$ cat src/rtl/knight_rider_pkg.sv
// Shared encodings for the knight rider LED pattern generator.
package knight_rider_pkg;

  // Pattern select values as presented on the mode input.
  typedef enum logic [1:0] {
    SCAN     = 2'b00,
    CONVERGE = 2'b01,
    FILL     = 2'b10,
    BLINK    = 2'b11
  } mode_t;

  // Sweep direction: outward/up first, then return/down.
  typedef enum logic {
    DIR_UP   = 1'b0,
    DIR_DOWN = 1'b1
  } dir_t;

  // Mode selected out of reset.
  localparam mode_t MODE_RESET = SCAN;

endpackage

$ cat src/rtl/knight_rider_gen_tick_prescaler.sv
// Programmable prescaler: emits a combinational tick on the clock edge that
// should advance the LED pattern, once every `period` enabled clocks.
module tick_prescaler #(
  parameter int CNT_W = 22
) (
  input  logic             clk,
  input  logic             rst,
  input  logic             en,
  input  logic             clear,
  input  logic [CNT_W-1:0] period,
  output logic             tick
);

  logic [CNT_W-1:0] count;
  logic [CNT_W-1:0] last;

  // A period of zero behaves like a period of one (tick every clock).
  assign last = (period == '0) ? '0 : period - CNT_W'(1);

  // Greater-or-equal so a period shortened mid-count expires immediately.
  // A clear always wins, so no tick is reported on a restart edge.
  assign tick = en & ~clear & (count >= last);

  // Count enabled clocks, wrapping on expiry and holding while disabled.
  always_ff @(posedge clk or negedge rst) begin
    if (!rst) begin
      count <= '0;
    end else if (clear) begin
      count <= '0;
    end else if (en) begin
      count <= tick ? '0 : count + CNT_W'(1);
    end
  end

endmodule

$ cat src/rtl/knight_rider_gen.sv
// Knight rider LED pattern generator: SCAN, CONVERGE, FILL and BLINK patterns
// stepped by a programmable prescaler, with registered step/wrap pulses.
module knight_rider_gen #(
  parameter int WIDTH = 8,
  parameter int CNT_W = 22
) (
  input  logic             clk,
  input  logic             rst,
  input  logic             en,
  input  logic [1:0]       mode,
  input  logic [CNT_W-1:0] period,
  output logic [WIDTH-1:0] data_out,
  output logic             dir,
  output logic             step,
  output logic             wrap
);

  import knight_rider_pkg::*;

  localparam int POS_W = $clog2(WIDTH);
  localparam logic [POS_W-1:0] POS_ZERO = '0;
  localparam logic [POS_W-1:0] POS_ONE  = POS_W'(1);
  localparam logic [POS_W-1:0] POS_LAST = POS_W'(WIDTH - 1);
  localparam logic [POS_W-1:0] POS_MID  = POS_W'(WIDTH / 2 - 1);

  // The patterns assume a symmetric vector of a sensible size.
  if ((WIDTH % 2) != 0 || WIDTH < 4 || WIDTH > 32) begin : g_width_check
    $error("knight_rider_gen: WIDTH must be even and within 4..32");
  end

  mode_t            mode_in;
  mode_t            mode_q;
  mode_t            mode_n;
  dir_t             dir_q;
  dir_t             dir_n;
  logic [POS_W-1:0] pos_q;
  logic [POS_W-1:0] pos_n;
  logic [POS_W-1:0] limit;
  logic [WIDTH-1:0] data_n;
  logic             step_n;
  logic             wrap_n;
  logic             mode_change;
  logic             tick;

  assign mode_in     = mode_t'(mode);
  assign mode_change = (mode_in != mode_q);
  assign dir         = dir_q;

  // LED image for a given pattern and position.
  function automatic logic [WIDTH-1:0] decode(input mode_t m, input logic [POS_W-1:0] p);
    logic [WIDTH-1:0] v;
    v = '0;
    case (m)
      SCAN: begin
        v[p] = 1'b1;
      end
      CONVERGE: begin
        v[p]            = 1'b1;
        v[POS_LAST - p] = 1'b1;
      end
      FILL: begin
        v = {WIDTH{1'b1}} >> (POS_LAST - p);
      end
      BLINK: begin
        v = (p == POS_ZERO) ? {WIDTH{1'b1}} : '0;
      end
      default: begin
        v = '0;
      end
    endcase
    return v;
  endfunction

  // A mode change clears the prescaler so the new pattern starts a full period.
  tick_prescaler #(
    .CNT_W (CNT_W)
  ) u_prescaler (
    .clk    (clk),
    .rst    (rst),
    .en     (en),
    .clear  (mode_change),
    .period (period),
    .tick   (tick)
  );

  // Next pattern state: restart on a mode change, otherwise bounce on each tick.
  always_comb begin
    mode_n = mode_q;
    pos_n  = pos_q;
    dir_n  = dir_q;
    step_n = 1'b0;
    wrap_n = 1'b0;
    limit  = POS_LAST;

    if (mode_change) begin
      mode_n = mode_in;
      pos_n  = POS_ZERO;
      dir_n  = DIR_UP;
    end else if (tick) begin
      step_n = 1'b1;
      case (mode_q)
        BLINK: begin
          if (pos_q == POS_ZERO) begin
            pos_n = POS_ONE;
            dir_n = DIR_DOWN;
          end else begin
            pos_n  = POS_ZERO;
            dir_n  = DIR_UP;
            wrap_n = 1'b1;
          end
        end
        default: begin
          limit = (mode_q == CONVERGE) ? POS_MID : POS_LAST;
          if (dir_q == DIR_UP) begin
            pos_n = pos_q + POS_ONE;
            if (pos_n == limit) begin
              dir_n = DIR_DOWN;
            end
          end else begin
            pos_n = pos_q - POS_ONE;
            if (pos_n == POS_ZERO) begin
              dir_n  = DIR_UP;
              wrap_n = 1'b1;
            end
          end
        end
      endcase
    end

    data_n = decode(mode_n, pos_n);
  end

  // Pattern state and all outputs are registered together so step lines up
  // with the edge that shows the new LED image.
  always_ff @(posedge clk or negedge rst) begin
    if (!rst) begin
      mode_q   <= MODE_RESET;
      pos_q    <= POS_ZERO;
      dir_q    <= DIR_UP;
      data_out <= WIDTH'(1);
      step     <= 1'b0;
      wrap     <= 1'b0;
    end else begin
      mode_q   <= mode_n;
      pos_q    <= pos_n;
      dir_q    <= dir_n;
      data_out <= data_n;
      step     <= step_n;
      wrap     <= wrap_n;
    end
  end

endmodule
$ cat config.mk
export PLATFORM = sky130hd
export DESIGN_NAME = knight_rider_gen
export DESIGN_NICKNAME = d
export VERILOG_FILES = /design/src/rtl/knight_rider_pkg.sv /design/src/rtl/knight_rider_gen_tick_prescaler.sv /design/src/rtl/knight_rider_gen.sv
export SDC_FILE = /design/constraint.sdc
export NUM_CORES = 1
export LEC_CHECK = 0
export ABC_AREA = 1
export CAP_MARGIN = 20
export CORE_AREA = 4 4 113 115
export DETAILED_ROUTE_END_ITERATION = 10
export DIE_AREA = 0 0 117 119
export GPL_ROUTABILITY_DRIVEN = 0
export PLACE_DENSITY = 0.54
export SETUP_SLACK_MARGIN = 0.5
export SYNTH_ARGS = -nofsm -noshare
export SYNTH_HDL_FRONTEND = slang
export SYNTH_SLANG_ARGS = --single-unit
$ cat constraint.sdc
create_clock -name clk -period 2.8 [get_ports clk]
set_input_delay 0.56 -clock clk [delete_from_list [all_inputs] [get_ports clk]]
set_output_delay 0.56 -clock clk [all_outputs]
set_load 0.005 [all_outputs]
==> results.json <==
{
  "reg_top3": "u_prescaler.count: 22 flops, data_out: 8 flops, pos_q: 3 flops",
  "p_switching_mw": 0.3797,
  "fa_ha_area_share_pct": 10.45,
  "comb_power_share_pct": 17.1,
  "p_per_area_mw_per_mm2": 326.3,
  "postRouteAntennaNets": 0,
  "seq_cell_count": 38,
  "cellInternalPower_mw": 1.221,
  "final_cell_mix": "nand2_1 (91), buf_4 (63), inv_1 (50)",
  "final_util_pct": 41.54,
  "postCtsSetupBuffers": 14,
  "diodes": 0,
  "violations": "setup timing",
  "run_status": "finished, violations left",
  "setup_ws_ps": -678.0,
  "met1_usage_pct": 17.62,
  "area_share_nonclk_buffers_pct": 18.06,
  "hpwlAfterDp_microns": 6667,
  "final-comb-area_sq_mm": 0.002419,
  "finalSetupViolCount": 36,
  "peakVddDrop_uv": 287.4,
  "layout_min_cycle_time_ps": 3478
}
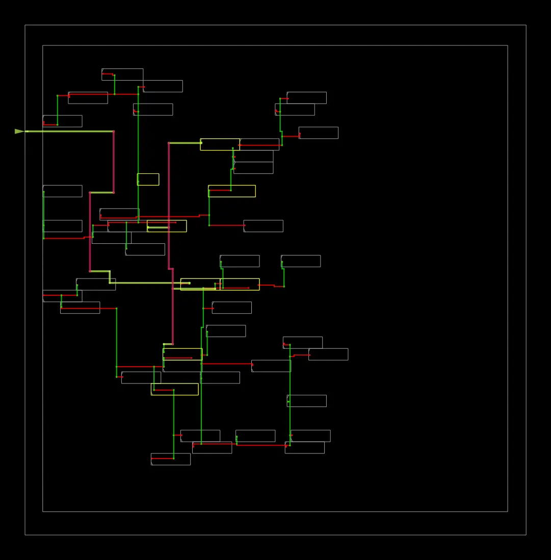
**Above:** clock nets.
number of CTS-inserted buffers: 5
clock sink count: 38
clock skew: 8.818 ps
clk_lat worst skew: 280 ps

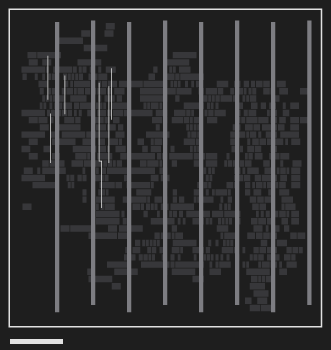
**Above:** M4 wires.
Scale bar: 20 microns. Supply wires on this layer in grey.
main direction: vertical
nets with wire on the layer: 5
wire length on this layer: 144 microns
share of all routed wire: 1.7%
longest straight run: 29.4 microns
total routed wirelength: 8662 microns
DR vias: 3353

